<file path="config.mk">
export PLATFORM = sky130hd
export DESIGN_NAME = output_display_driver
export DESIGN_NICKNAME = d
export VERILOG_FILES = /design/src/rtl/output_display_driver.sv
export SDC_FILE = /design/constraint.sdc
export NUM_CORES = 1
export LEC_CHECK = 0
export ABC_AREA = 1
export CAP_MARGIN = 20
export CORE_AREA = 2 2 101 103
export DETAILED_ROUTE_END_ITERATION = 8
export DIE_AREA = 0 0 103 105
export GPL_TIMING_DRIVEN = 0
export PLACE_DENSITY = 0.56
export REMOVE_ABC_BUFFERS = 1
export SYNTH_ARGS = -nofsm -noshare
export SYNTH_HDL_FRONTEND = slang
export SYNTH_SLANG_ARGS = --single-unit
export TNS_END_PERCENT = 30
</file>
<file path="constraint.sdc">
create_clock -name CLK -period 3.1 [get_ports CLK]
set_input_delay 0.62 -clock CLK [delete_from_list [all_inputs] [get_ports CLK]]
set_output_delay 0.62 -clock CLK [all_outputs]
set_load 0.05 [all_outputs]
</file>
<file path="src/rtl/output_display_driver.sv">
`default_nettype none
// ============================================================================
// Module   : output_display_driver
// Purpose  : Shows the 8-bit SAP-1 output register value as decimal on three
//            multiplexed seven-segment digits. A sequential double-dabble
//            engine converts binary to BCD (one shift per clock). A refresh
//            divider scans hundreds/tens/ones, and leading zeros are blanked.
// Ports    : CLK      - system clock, rising edge
//            nCLR     - asynchronous active-low clear
//            display  - unsigned value from the output register
//            seg      - segment drive {g,f,e,d,c,b,a}
//            an       - digit enables: [0] ones, [1] tens, [2] hundreds
//            bcd      - last completed conversion {hundreds, tens, ones}
//            busy     - high while a conversion is in progress
// Revision : 1.0 - initial release
// ============================================================================
module output_display_driver #(
  parameter int REFRESH_DIV = 16,
  parameter bit ACTIVE_LOW  = 1'b1
) (
  input  logic        CLK,
  input  logic        nCLR,
  input  logic [7:0]  display,
  output logic [6:0]  seg,
  output logic [2:0]  an,
  output logic [11:0] bcd,
  output logic        busy
);

  localparam int                 c_DIV_W   = $clog2(REFRESH_DIV);
  localparam logic [c_DIV_W-1:0] c_DIV_MAX = c_DIV_W'(REFRESH_DIV - 1);
  localparam logic [6:0]         c_SEG_OFF = ACTIVE_LOW ? 7'b1111111 : 7'b0000000;
  localparam logic [2:0]         c_AN_OFF  = ACTIVE_LOW ? 3'b111 : 3'b000;

  typedef enum logic [0:0] {
    S_IDLE    = 1'b0,
    S_CONVERT = 1'b1
  } state_t;

  // --------------------------------------------------------------------------
  // Conversion state
  // --------------------------------------------------------------------------
  state_t      r_state;
  logic [19:0] r_shift;
  logic [2:0]  r_iter;
  logic [7:0]  r_last;
  logic        r_force;
  logic [11:0] r_bcd;
  logic        r_busy;

  state_t      w_state_nxt;
  logic [19:0] w_shift_nxt;
  logic [2:0]  w_iter_nxt;
  logic [7:0]  w_last_nxt;
  logic        w_force_nxt;
  logic [11:0] w_bcd_nxt;
  logic        w_busy_nxt;

  logic [19:0] w_adj;
  logic [19:0] w_stepped;

  // One double-dabble step: correct every BCD nibble that would overflow past
  // 9 after doubling, then shift the whole register left by one.
  always_comb begin
    w_adj        = r_shift;
    if (r_shift[19:16] >= 4'd5) w_adj[19:16] = r_shift[19:16] + 4'd3;
    if (r_shift[15:12] >= 4'd5) w_adj[15:12] = r_shift[15:12] + 4'd3;
    if (r_shift[11:8]  >= 4'd5) w_adj[11:8]  = r_shift[11:8]  + 4'd3;
    w_stepped    = {w_adj[18:0], 1'b0};
  end

  always_comb begin
    w_state_nxt = r_state;
    w_shift_nxt = r_shift;
    w_iter_nxt  = r_iter;
    w_last_nxt  = r_last;
    w_force_nxt = r_force;
    w_bcd_nxt   = r_bcd;
    w_busy_nxt  = r_busy;
    case (r_state)
      S_IDLE: begin
        // force makes the first edge after reset convert even if the input
        // happens to equal the cleared last-captured value.
        if ((display != r_last) || r_force) begin
          w_shift_nxt = {12'b0, display};
          w_last_nxt  = display;
          w_force_nxt = 1'b0;
          w_iter_nxt  = 3'd0;
          w_busy_nxt  = 1'b1;
          w_state_nxt = S_CONVERT;
        end
      end
      S_CONVERT: begin
        // display is deliberately not looked at here; a change is picked up
        // by the mismatch test on the next IDLE edge.
        w_shift_nxt = w_stepped;
        w_iter_nxt  = r_iter + 3'd1;
        if (r_iter == 3'd7) begin
          w_bcd_nxt   = w_stepped[19:8];
          w_busy_nxt  = 1'b0;
          w_state_nxt = S_IDLE;
        end
      end
      default: begin
        w_state_nxt = S_IDLE;
        w_busy_nxt  = 1'b0;
      end
    endcase
  end

  always_ff @(posedge CLK or negedge nCLR) begin
    if (!nCLR) begin
      r_state <= S_IDLE;
      r_shift <= 20'd0;
      r_iter  <= 3'd0;
      r_last  <= 8'd0;
      r_force <= 1'b1;
      r_bcd   <= 12'h000;
      r_busy  <= 1'b0;
    end else begin
      r_state <= w_state_nxt;
      r_shift <= w_shift_nxt;
      r_iter  <= w_iter_nxt;
      r_last  <= w_last_nxt;
      r_force <= w_force_nxt;
      r_bcd   <= w_bcd_nxt;
      r_busy  <= w_busy_nxt;
    end
  end

  // --------------------------------------------------------------------------
  // Digit scan
  // --------------------------------------------------------------------------
  logic [c_DIV_W-1:0] r_div;
  logic [1:0]         r_dig;
  logic [6:0]         r_seg;
  logic [2:0]         r_an;

  logic               w_div_wrap;
  logic [3:0]         w_nib;
  logic               w_blank;
  logic [2:0]         w_an_al;
  logic [6:0]         w_seg_al;
  logic [6:0]         w_seg_drv;
  logic [2:0]         w_an_drv;

  assign w_div_wrap = (r_div == c_DIV_MAX);

  // Select the nibble and blanking for the digit being scanned (active-low
  // enable pattern). Index 3 never occurs; it is treated as blanked.
  always_comb begin
    w_nib   = r_bcd[3:0];
    w_blank = 1'b0;
    w_an_al = 3'b111;
    case (r_dig)
      2'd0: begin
        w_nib   = r_bcd[3:0];
        w_an_al = 3'b110;
      end
      2'd1: begin
        w_nib   = r_bcd[7:4];
        w_blank = (r_bcd[11:8] == 4'd0) && (r_bcd[7:4] == 4'd0);
        w_an_al = 3'b101;
      end
      2'd2: begin
        w_nib   = r_bcd[11:8];
        w_blank = (r_bcd[11:8] == 4'd0);
        w_an_al = 3'b011;
      end
      default: begin
        w_blank = 1'b1;
      end
    endcase
    if (w_blank) w_an_al = 3'b111;
  end

  // Active-low segment codes {g..a}; out-of-range nibbles show nothing.
  always_comb begin
    w_seg_al = 7'b1111111;
    if (!w_blank) begin
      case (w_nib)
        4'd0:    w_seg_al = 7'b1000000;
        4'd1:    w_seg_al = 7'b1111001;
        4'd2:    w_seg_al = 7'b0100100;
        4'd3:    w_seg_al = 7'b0110000;
        4'd4:    w_seg_al = 7'b0011001;
        4'd5:    w_seg_al = 7'b0010010;
        4'd6:    w_seg_al = 7'b0000010;
        4'd7:    w_seg_al = 7'b1111000;
        4'd8:    w_seg_al = 7'b0000000;
        4'd9:    w_seg_al = 7'b0010000;
        default: w_seg_al = 7'b1111111;
      endcase
    end
  end

  assign w_seg_drv = ACTIVE_LOW ? w_seg_al : ~w_seg_al;
  assign w_an_drv  = ACTIVE_LOW ? w_an_al  : ~w_an_al;

  always_ff @(posedge CLK or negedge nCLR) begin
    if (!nCLR) begin
      r_div <= '0;
      r_dig <= 2'd0;
      r_seg <= c_SEG_OFF;
      r_an  <= c_AN_OFF;
    end else begin
      r_div <= w_div_wrap ? '0 : r_div + 1'b1;
      if (w_div_wrap) r_dig <= (r_dig == 2'd2) ? 2'd0 : r_dig + 2'd1;
      r_seg <= w_seg_drv;
      r_an  <= w_an_drv;
    end
  end

  assign seg  = r_seg;
  assign an   = r_an;
  assign bcd  = r_bcd;
  assign busy = r_busy;

endmodule
`default_nettype wire

</file>
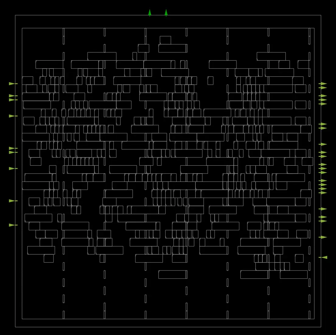
(run_1/placed.png)
sequential share of cell area: 0.401
core area: 0.00964 mm^2
tap cells: 133
Filler Cell Count: 1008
Core Util, Final: 0.405

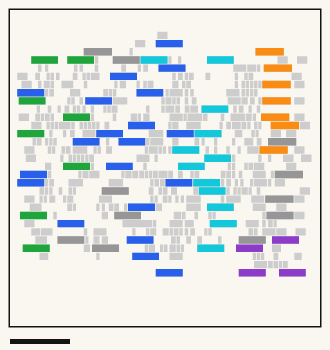
(run_1/ff_map.png)
Scale bar: 20 um.
- seg: orange (placed flops 7)
- r_div: purple (placed flops 4; where south-east)
- bcd: cyan (placed flops 12)
- r_last: green (placed flops 8)
- r_shift: blue (placed flops 20)
Reg area: 0.00157 mm^2
seq pwr: 1.42 mW

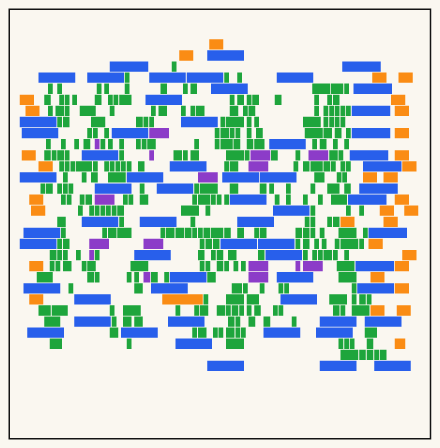
(run_1/class_map.png)
- remaining logic cells: green (cells 325)
- clock drivers and dummy loads: purple (cells 16)
- registers: blue (cells 62)
- remaining buffers and delay cells: orange (cells 33)
fin area: 0.00391 mm^2
row cnt: 36

==> flow_metrics.py, run 1 <==
# Flow results
metrics = {
    "status": {
        "status": "finished, final reports clean",
    },
    "cells_and_area": {
        "logic_area_mm2": 0.00147,
        "logic_gate_count": 274,
        "fin_cells": 569,
        "largest_class": "sequential cells",
    },
    "timing": {
        "skew_ps": 8.44,
        "post-route-period-util": 0.728,
        "whs_ps": 363,
    },
    "clock_tree": {
        "hold_buffers": 0,
        "htree_levels": 3,
        "clk_latency_ps": 330,
    },
    "global_routing": {
        "antenna_found_initial": 0,
    },
    "synthesis": {
        "yosysWarnings": 0,
        "ff_type": "dfrtp_1",
        "syn_area_per_cell_um2": 8.30,
    },
    "detailed_routing": {
        "met2_wirelength_mm": 3.21,
        "wl_per_cell_um": 11.7,
    },
    "job": {
        "warning_count": 35,
    },
    "worst_setup_path": {
        "path_cells": "clkdlybuf4s50_1",
    },
    "pwr": {
        "comb_power_share": 0.488,
        "comb_power_mw": 1.95,
    },
}
## Run 2: what changed since run 1
==> constraint.sdc (replaced) <==
create_clock -name CLK -period 2.2 [get_ports CLK]
set_input_delay 0.44 -clock CLK [delete_from_list [all_inputs] [get_ports CLK]]
set_output_delay 0.44 -clock CLK [all_outputs]
set_load 0.05 [all_outputs]
==> run 2 against run 1 <==
Net effect:
- clock power rose by about 40%
- combinational power rose by about 40%
- largest cell class unchanged
- sequential power rose by 41%
- sequential share of layout area rose by 0.12 points
- register-to-register slack got worse by 650 ps
- area after synthesis did not move
- utilization fell by 0.091 points
- critical path depth did not move
- clock skew rose by 0.55 ps
- count of clock-buffer cells in the layout did not move
==> flow_metrics.py, run 2 <==
# Flow results
metrics = {
    "cells_and_area": {
        "largest_class": "sequential cells",
        "logic_area_mm2": 0.00148,
        "fin_area_mm2": 0.00390,
        "fin_cells": 569,
        "fillerInstances": 1008,
    },
    "detailed_routing": {
        "wl_per_cell_um": 11.8,
    },
    "synthesis": {
        "ff_type": "dfrtp_1",
        "syn_area_per_cell_um2": 8.30,
    },
    "global_routing": {
        "antenna_found_initial": 0,
    },
    "floorplan": {
        "rows": 36,
        "core_mm2": 0.00964,
        "nWellTaps": 133,
    },
    "clock_tree": {
        "htree_levels": 3,
        "hold_buffers": 0,
        "clk_latency_ps": 330,
    },
    "worst_setup_path": {
        "endpoint": "an[2]",
        "path_cells": "clkdlybuf4s50_1",
    },
    "timing": {
        "skew_ps": 8.99,
        "whs_ps": 181,
        "post-route-period-util": 0.943,
    },
    "pwr": {
        "powerSeq_mw": 2.00,
        "comb_power_share": 0.486,
        "comb_power_mw": 2.73,
    },
    "job": {
        "warning_count": 36,
    },
    "status": {
        "status": "finished, final reports clean",
    },
}
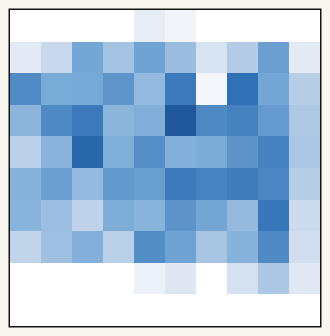
(run_2/util_map.png)
10 x 10 tiles, from white (low) to dark blue (high), 0 to 100% covered.
- tiles over 75% full: 2.0%
- nearly empty tiles: 23%
- mean over tiles: 35%
- emptiest ninth of the die: south-west
initial core utilization: 0.345
Core Util, Final: 0.404

## Run 3: what changed since run 2
--- a/config.mk
+++ b/config.mk
@@ -11,7 +11,7 @@
 export DETAILED_ROUTE_END_ITERATION = 8
 export DIE_AREA = 0 0 103 105
 export GPL_TIMING_DRIVEN = 0
-export PLACE_DENSITY = 0.56
+export PLACE_DENSITY = 0.53
 export REMOVE_ABC_BUFFERS = 1
 export SYNTH_ARGS = -nofsm -noshare
 export SYNTH_HDL_FRONTEND = slang
==> run 3 against run 2 <==
Net effect:
- flip-flop count is the same
- power grew 0.63%
- worst hold slack lost 23 ps
- critical path type unchanged
- sequential power is essentially flat
- first-iteration DRC count grew 19%
- die size is the same
- count of clock-buffer cells in the layout shrank 1
- sequential share of layout area shrank 0.22 points
- critical path depth is the same
- worst setup slack lost 4.2 ps
- area after synthesis is the same
- via count grew 1.2%
==> flow_metrics.py, run 3 <==
# Flow results
metrics = {
    "status": {
        "status": "finished, final reports clean",
    },
    "cells_and_area": {
        "fillerInstances": 1025,
        "largest_class": "sequential cells",
        "regArea_mm2": 0.00157,
        "fin_cells": 571,
        "logic_area_mm2": 0.00149,
        "sh_comb_area": 0.379,
        "seq_share": 0.400,
        "fin_area_mm2": 0.00392,
        "diodes": 0,
    },
    "worst_setup_path": {
        "cp_num_cells": 1,
        "endpoint": "seg[3]",
        "reg2reg_to": "seg[6]$_DFF_PN1_",
        "r2r_cells": 10,
        "path_cells": "clkdlybuf4s50_1",
        "startpoint": "seg[3]$_DFF_PN1_",
        "slowest_stage": "clkdlybuf4s50_1",
    },
    "floorplan": {
        "rows": 36,
        "core_mm2": 0.00964,
        "initCoreUtil": 0.345,
        "nWellTaps": 133,
    },
    "job": {
        "warning_count": 36,
    },
    "global_routing": {
        "antenna_found_initial": 0,
        "busiest_layer": "met2",
        "grt_overflow": 0,
    },
    "synthesis": {
        "yosysWarnings": 0,
        "syn_area_per_cell_um2": 8.30,
        "ff_type": "dfrtp_1",
        "area_leaders": "dfrtp_1, nand2_1, dfstp_2",
        "synth.most_common_cell": "nand2_1",
        "syn-instance-count": 400,
        "ys_sh_adder": 0.0678,
        "ys_sh_aoi": 0.0685,
    },
    "pwr": {
        "comb_power_mw": 2.76,
        "p_leak_nw": 1.96,
        "comb_power_share": 0.490,
        "power_leader": "combinational cells",
        "powerSeq_mw": 2.00,
    },
    "detailed_routing": {
        "wl_per_cell_um": 12.1,
        "met2_wirelength_mm": 3.22,
    },
    "timing": {
        "skew_ps": 9.44,
        "final_hold_viol_count": 0,
        "whs_ps": 158,
        "post-route-period-util": 0.945,
    },
    "clock_tree": {
        "hold_buffers": 0,
        "htree_levels": 3,
        "clk_latency_ps": 340,
    },
}
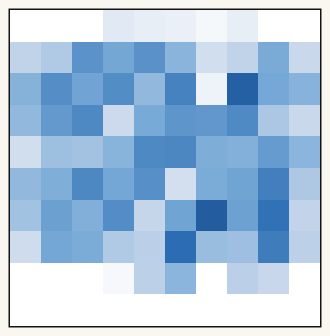
(run_3/util_map.png)
10 x 10 tiles, from white (low) to dark blue (high), 0 to 100% covered.
- tiles over 75% full: 3.0%
- nearly empty tiles: 20%
- emptiest ninth of the die: south-west
- fullest tile: 82%
- mean over tiles: 35%
Core Util, Final: 0.407

Power figures rest on the tool's default switching activity, not on a simulated workload.
